$ cat src/rtl/bus_mux_pipe.sv
// Registered N:1 data mux with valid/ready handshake and sticky illegal-select flag.
// Define BUS_MUX_PIPE_ERR_CNT_EN to add an 8-bit saturating illegal-select counter (err_cnt).
module bus_mux_pipe #(
    parameter int unsigned WIDTH  = 8,
    parameter int unsigned NUM_IN = 5,
    parameter int unsigned SEL_W  = 3
) (
    input  logic                    clock,
    input  logic                    reset,
    input  logic [NUM_IN*WIDTH-1:0] data_in,
    input  logic [SEL_W-1:0]        sel,
    input  logic                    in_valid,
    output logic                    in_ready,
    output logic [WIDTH-1:0]        result,
    output logic                    out_valid,
    input  logic                    out_ready,
    output logic                    sel_err,
    input  logic                    err_clr
`ifdef BUS_MUX_PIPE_ERR_CNT_EN
    ,
    output logic [7:0]              err_cnt
`endif
);

    logic [WIDTH-1:0] result_q, result_d;
    logic             out_valid_q, out_valid_d;
    logic             sel_err_q, sel_err_d;
    logic [WIDTH-1:0] mux_c;
    logic             accept;
    logic             sel_legal;

    assign in_ready  = !out_valid_q || out_ready;
    assign accept    = in_valid && in_ready;
    assign sel_legal = 32'(sel) < NUM_IN;

    // Out-of-range selects fall through to zero.
    always_comb begin
        mux_c = '0;
        for (int unsigned i = 0; i < NUM_IN; i++) begin
            if (32'(sel) == i) begin
                mux_c = data_in[i*WIDTH +: WIDTH];
            end
        end
    end

    always_comb begin
        result_d    = result_q;
        out_valid_d = out_valid_q;
        sel_err_d   = sel_err_q;
        if (accept) begin
            result_d    = mux_c;
            out_valid_d = 1'b1;
        end else if (out_ready) begin
            out_valid_d = 1'b0;
        end
        // An illegal accept outranks a same-cycle clear.
        if (accept && !sel_legal) begin
            sel_err_d = 1'b1;
        end else if (err_clr) begin
            sel_err_d = 1'b0;
        end
    end

    always_ff @(posedge clock or posedge reset) begin
        if (reset) begin
            result_q    <= '0;
            out_valid_q <= 1'b0;
            sel_err_q   <= 1'b0;
        end else begin
            result_q    <= result_d;
            out_valid_q <= out_valid_d;
            sel_err_q   <= sel_err_d;
        end
    end

    assign result    = result_q;
    assign out_valid = out_valid_q;
    assign sel_err   = sel_err_q;

`ifdef BUS_MUX_PIPE_ERR_CNT_EN
    localparam int unsigned CNT_W = 8;

    logic [CNT_W-1:0] err_cnt_q, err_cnt_d;

    // Saturating count; a clear coinciding with an illegal accept leaves a count of one.
    always_comb begin
        err_cnt_d = err_cnt_q;
        if (accept && !sel_legal) begin
            if (err_clr) begin
                err_cnt_d = CNT_W'(1);
            end else if (err_cnt_q != '1) begin
                err_cnt_d = err_cnt_q + CNT_W'(1);
            end
        end else if (err_clr) begin
            err_cnt_d = '0;
        end
    end

    always_ff @(posedge clock or posedge reset) begin
        if (reset) begin
            err_cnt_q <= '0;
        end else begin
            err_cnt_q <= err_cnt_d;
        end
    end

    assign err_cnt = err_cnt_q;
`endif

endmodule

$ cat config.mk
export PLATFORM = sky130hd
export DESIGN_NAME = bus_mux_pipe
export DESIGN_NICKNAME = d
export VERILOG_FILES = /design/src/rtl/bus_mux_pipe.sv
export SDC_FILE = /design/constraint.sdc
export NUM_CORES = 1
export LEC_CHECK = 0
export CAP_MARGIN = 10
export CORE_AREA = 2 2 56 48
export CTS_CLUSTER_DIAMETER = 40
export DETAILED_ROUTE_END_ITERATION = 6
export DIE_AREA = 0 0 58 50
export GPL_ROUTABILITY_DRIVEN = 0
export PLACE_DENSITY = 0.82
export SLEW_MARGIN = 0
export SYNTH_ARGS = -nofsm -noshare
export SYNTH_HDL_FRONTEND = slang
export SYNTH_SLANG_ARGS = --single-unit
$ cat constraint.sdc
create_clock -name clock -period 1.7 [get_ports clock]
set_input_delay 0.51 -clock clock [delete_from_list [all_inputs] [get_ports clock]]
set_output_delay 0.51 -clock clock [all_outputs]
set_load 0.03 [all_outputs]
==> run_1/clk_routes.png <==
Bar = 20 um.
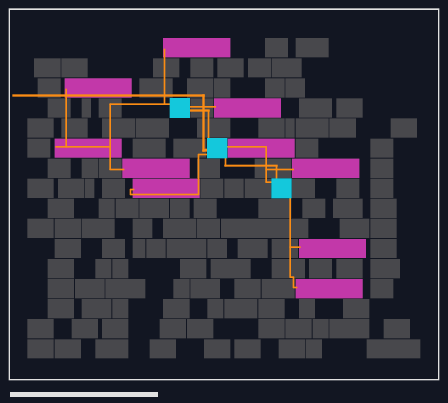
Key: magenta = flip-flops [count 10]; orange = clock wires [length 155 um]; cyan = clock drivers [count 3]
There are 4 routed clock nets.
clock-net power: 161 uW
Late-Pin Clk Latency: 0.26 ns
Clock Power Share: 0.189
Layout Skew: 0.001830 ns

==> run_1/placement_by_type.png <==
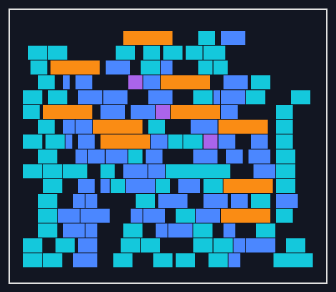
Key: cyan = remaining buffers and delay cells [cells 67]; blue = combinational and other logic [cells 58]; orange = sequential cells [cells 10]; purple = clock drivers [cells 3]
Cell Rows: 16
final standard cell area without fillers: 1550 um2
post-route core utilization: 0.6676

==> GITHUB_STEP_SUMMARY, run 1 <==
## Implementation flow summary

| Metric | Value |
|---|---|
| Result of the run | complete, no violations |
| Cell types with the largest area share after synthesis | sky130_fd_sc_hd__dfrtp_1 (30%), sky130_fd_sc_hd__o211ai_2 (12%), sky130_fd_sc_hd__mux2_2 (11%) |
| List of cells traversed by the critical path | clkdlybuf4s50_1 > buf_4 > nor2b_2 > a221oi_1 > o2bb2ai_1 |
| Peak Freq | slightly below 600 MHz |
| Worst Path Required | roughly 1.9 ns |
| Post-synthesis share of cell area spent on and, or, nand and nor gates | 0.2229 |
| Horizontal die size | 58 um |
| Overall power after layout | 850.5 uW |
| Sequential-to-total area share from yosys stat | 0.3012 |
| Buffers, non-clock | 67 |
| Synth Area per Inst | ~11 um2 |
| Number of buffers on the longest clock path | 2 |
| Worst hold margin | a little under 0.5 ns |
| Starting DRT DRC Count | 20 |
| Count of tool warnings | 27 |
| Data arrival, critical path | 1.88 ns |
| Adder Share, Synth | 0 |
| Post-CTS Setup Inserts | 0 |
| Overall routed net length | 2761 um |
| Actual slew at the worst max-slew pin | approximately 0.46 ns |
| Vias in the first global route | 995 |
| Antenna violations before repair | 0 |
| Largest net degree at the start of global routing | 12 |
| Master cell of the clock root buffer | sky130_fd_sc_hd__clkbuf_4 |
| Minimum setup slack in the final design | 0.006471 ns |
| Top cell type by total area after synthesis | sky130_fd_sc_hd__dfrtp_1 |
| Sequential standard cell area | 250.2 um2 |
| Buf/Inv on CP | 2 |
| First-pass GRT wire length | 4464 um |
| Highest-delay cell along the critical path | sky130_fd_sc_hd__clkdlybuf4s50_1 |
| Final period demand of the worst path | between 1.5 and 2 ns |
| Final period utilization | 0.9962 |
| Worst r2r path cells | 4 |
| Maximum VDD drop | 0.4611 mV |
| Initial core utilization | 0.3578 |
| Reg-to-reg critical path startpoint | out_valid |
| Yosys-reported design area after synthesis | 830.8 um2 |
| Height of the chip | 50 um |
| Post-synthesis to final-layout area growth | 86.60% |
| Commonest non-fill, non-tap cell in the layout | sky130_fd_sc_hd__clkdlybuf4s50_1 |
| Aggregate global routing overflow | 0 |
| Worst Hold End | result[1] |
| Antenna Nets Post-Route | 0 |
| Number of max-slew violations in the final report | 0 |
| Area share of xor/xnor cells in the synthesized design | 0 |
| Largest delay contributor family on the critical path | buffers and inverters |
| Number of violations of the max-capacitance limit | 0 |
| Startpoint type of the worst setup path | primary input |
| Final setup violation count | 0 |
| Nets at Floorplan | about 120 |
| Number of cells in the yosys synthesis report | 76 |
| Distinct lib cells used | 22 |
| Number of iterations in the first detailed-routing pass | 4 |
| Total track usage | 0.2048 |
| Max-slew headroom at the worst pin | 0.6931 |
| CTS hold repair buffers | 0 |
| Static power due to leakage | approximately 0.66 nW |
==> run_1/clocks.png <==
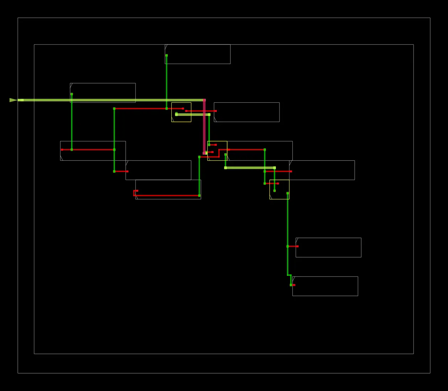
Inserted Clock Buffers: 3
layout clock buffer count: 3
total clock sinks: 10
Flops: 10

-- run 1: power by group --
group          internal (mW)  switching [mW]  total, mW
registers              0.269          0.0191      0.289
logic                  0.221           0.180      0.401
clock network         0.0817          0.0793      0.161
-- run 1: through the flow --
stage               TNS [ns]    util
finish                     0  0.6676
global route        -0.08988  0.6676
global placement      -2.966  0.6325
CTS                        0  0.6611
detailed placement    -3.285  0.6325
floorplan                  0       -
-- run 1: metal layers --
metal  up-vias  track usage  share of wire
met4         0      0.06977          0.021
met1       441       0.2320           0.39
met2        49       0.3504           0.50
met5         -            0              0
met3         8      0.07612          0.095
li1        434            -              -
-- run 1: flip-flops by register name, summed over array words and instances (netlist names) --
register	count
out_valid	1
result	8
sel_err	1
==> run_1/cell_density.png <==
Bar = 20 um. The die is cut into 12 by 10 equal tiles; dark blue is low, red is high, 0 to 100% covered.
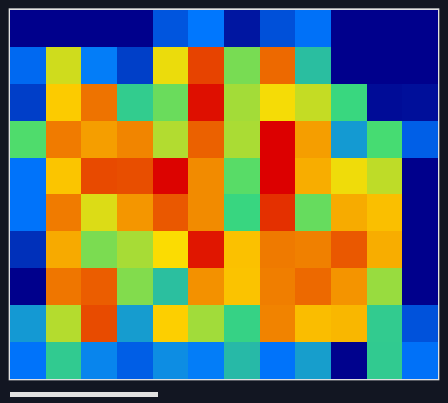

==> inputs of run 2 (changes only) <==
--- a/config.mk
+++ b/config.mk
@@ -6,13 +6,15 @@
 export NUM_CORES = 1
 export LEC_CHECK = 0
 export CAP_MARGIN = 10
-export CORE_AREA = 2 2 56 48
+export CORE_AREA = 2 2 40 42
 export CTS_CLUSTER_DIAMETER = 40
 export DETAILED_ROUTE_END_ITERATION = 6
-export DIE_AREA = 0 0 58 50
+export DIE_AREA = 0 0 42 44
+export DONT_BUFFER_PORTS = 1
 export GPL_ROUTABILITY_DRIVEN = 0
-export PLACE_DENSITY = 0.82
+export PLACE_DENSITY = 0.75
 export SLEW_MARGIN = 0
 export SYNTH_ARGS = -nofsm -noshare
 export SYNTH_HDL_FRONTEND = slang
 export SYNTH_SLANG_ARGS = --single-unit
+export TNS_END_PERCENT = 50
==> run_2/cell_density.png <==
Bar = 10 um. The die is cut into 8 by 9 equal tiles; dark blue is low, red is high, 0 to 100% covered.
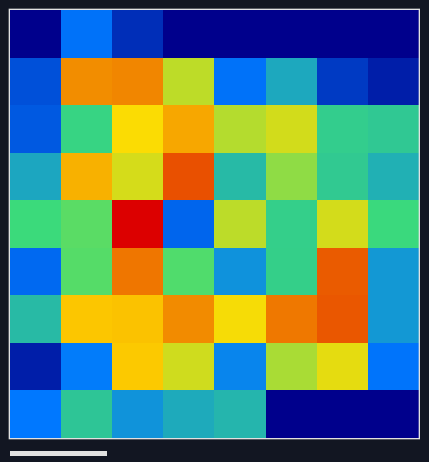
19% of the tiles are over 75% full. The emptiest ninth of the die: top right. The mean over all tiles is 45%. The fullest tile reaches 100%.
Std-Cell Core Area: 1419 um2
initial core utilization: 0.5855
post-route core utilization: 0.6032

==> run_2/clk_routes.png <==
Bar = 10 um.
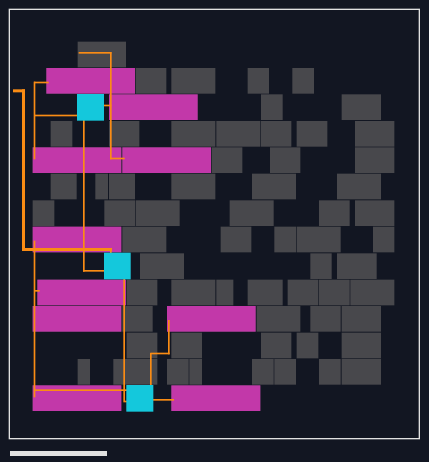
Key: magenta = flip-flops [count 10]; orange = clock wires [length 134 um]; cyan = clock drivers [count 3]
There are 4 routed clock nets.

==> GITHUB_STEP_SUMMARY, run 2 <==
## Implementation flow summary

| Metric | Value |
|---|---|
| Horizontal die size | 42 um (-28%) |
| Number of violations of the max-capacitance limit | 0 (unchanged) |
| Height of the chip | 44 um (-12%) |
| Worst Path Required | 1.19 ns (-0.69 ns) |
| Data arrival, critical path | 0.96 ns (-0.92 ns) |
| Distinct lib cells used | 22 (unchanged) |
| Layout inverter count without the clock tree | 2 |
| Vias in the first global route | 674 (-32%) |
| Aggregate global routing overflow | 0 (unchanged) |
| Total number of nets in the final design | 123 |
| Largest net degree at the start of global routing | 20 (+8) |
| CTS hold repair buffers | 0 (unchanged) |
| Sum of negative setup slack | 0 ns (unchanged) |
| Highest-delay cell along the critical path | sky130_fd_sc_hd__dfrtp_1 |
| Nets at Floorplan | 124 (unchanged) |
| Startpoint type of the worst setup path | register |
| Maximum VDD drop | 0.5609 mV (+22%) |
| Synth Area per Inst | 10.93 um2 (unchanged) |
| Overall routed net length | 1801 um (-35%) |
| List of cells traversed by the critical path | nand2b_1 |
| Net Switching | 221.5 uW (-20%) |
| Cells resized by post-CTS repair | 0 |
| Antenna Nets Post-Route | 0 (unchanged) |
| Worst r2r path cells | 3 (-1) |
| Final setup violation count | 0 (unchanged) |
| Minimum setup slack in the final design | 0.2337 ns (+0.2272 ns) |
| Final standard cell area without fillers | 855.8 um2 (-45%) |
| Worst hold margin | 0.1036 ns (-0.3788 ns) |
| Starting DRT DRC Count | 6 (-70%) |
| Number of iterations in the first detailed-routing pass | 4 (unchanged) |
| Overall power after layout | 692.6 uW (-19%) |
| Combinational power | 132 uW (-67%) |
| Length of routed wiring on met1 | 702 um (-34%) |
| Sequential standard cell area | 250.2 um2 (unchanged) |
| Number of multi-input combinational cells in the layout | 56 |
| Busiest layer in global routing | met2 |
| Uppermost routed layer | met4 |
| Yosys-reported design area after synthesis | 830.8 um2 (unchanged) |
| Post-synthesis to final-layout area growth | 3.012% |
| Count of tool warnings | 26 (-3.7%) |
| Fraction of power spent switching nets | 0.3198 (-0.007736) |
| Result of the run | complete, no violations |
| Final period demand of the worst path | 1.466 ns (-0.2272 ns) |
| Buffers, non-clock | 2 (-97%) |
| Sequential power | 352 uW (+22%) |
| Commonest non-fill, non-tap cell in the layout | sky130_fd_sc_hd__dfrtp_1 |
| Layout Skew | 0.003493 ns (+0.001664 ns) |
| Antenna violations before repair | 0 (unchanged) |
| Max-slew headroom at the worst pin | 0.6783 (-0.01484) |
| Reg-to-reg critical path startpoint | out_valid |
| Number of max-slew violations in the final report | 0 (unchanged) |
| Layout clock buffer count | 4 (+1) |
| Amount of wire on met2 after detailed routing | 902 um (-34%) |
| Late-Pin Clk Latency | 0.26 ns (about the same) |
| Portion of total power attributed to sequential cells | 0.508 (+0.169) |
| Met3 routed WL | 180 um (-32%) |
| Cell types with the largest area share after synthesis | sky130_fd_sc_hd__dfrtp_1 (30%), sky130_fd_sc_hd__o211ai_2 (12%), sky130_fd_sc_hd__mux2_2 (11%) |
| Met1 global-route usage | 0.2266 (-0.005438) |
| Total track usage | 0.2081 (+0.003333) |
| Flip-flop count of the largest register after layout | 8 (unchanged) |
| Flops | 10 (unchanged) |
| Final period utilization | 0.8625 (-0.1337) |
| Clock Power Share | 0.302 (+0.113) |
| Master cell of the clock root buffer | sky130_fd_sc_hd__clkbuf_4 |
| Number of buffers on the longest clock path | 2 (unchanged) |
| Post-CTS Setup Inserts | 0 (unchanged) |
| Largest delay contributor family on the critical path | flip-flops |
| Inserted Clock Buffers | 3 (unchanged) |
| Peak Freq | 682.0 MHz (+15%) |
| Routing usage on met3 | 0.05417 (-0.02195) |
| GRT met2 Usage | 0.3563 (+0.005871) |
| DR DRC count | 0 |
| Internal power | 471.1 uW (-18%) |
| Total clock sinks | 10 (unchanged) |
| Static power due to leakage | 0.3294 nW (-50%) |
| Actual slew at the worst max-slew pin | 0.4816 ns (+0.02335 ns) |
| Cell Rows | 14 (-2) |
| Number of cells in the yosys synthesis report | 76 (unchanged) |
| Comb power frac | 0.191 (-0.281) |
| First-pass GRT wire length | 2829 um (-37%) |
| Worst setup path endpoint | in_ready |
| Clock-net power | 209 uW (+30%) |
| Sequential-to-total area share from yosys stat | 0.3012 (unchanged) |
| Top cell type by total area after synthesis | sky130_fd_sc_hd__dfrtp_1 |
==> run 2: cell families (layout without fill, tap and decap cells) <==
group	Yosys count	after routing	share of synthesized area
DFF	10	10	0.3012
AOI/OAI and AO/OA	26	26	0.3027
and+or+nand+nor	22	22	0.2229
muxes	8	8	0.1084
buffers and inverters	10	8	0.06476
==> run 2: worst min-delay path by stage <==
stage                endpoint  depth (start not counted)
finish              result[2]                          1
global route          sel_err                          1
CTS                 result[2]                          1
detailed placement  result[2]                          1
global placement    result[2]                          1
floorplan           out_valid                          1
==> run 2: worst reg2reg max path: stages (launching register included) <==
cell and delay (ns):
sky130_fd_sc_hd__dfrtp_1 0.38, sky130_fd_sc_hd__nand2b_1 0.32, sky130_fd_sc_hd__nand2_1 0.29, sky130_fd_sc_hd__o2bb2ai_1 0.20
Power and IR drop assume default switching activity.
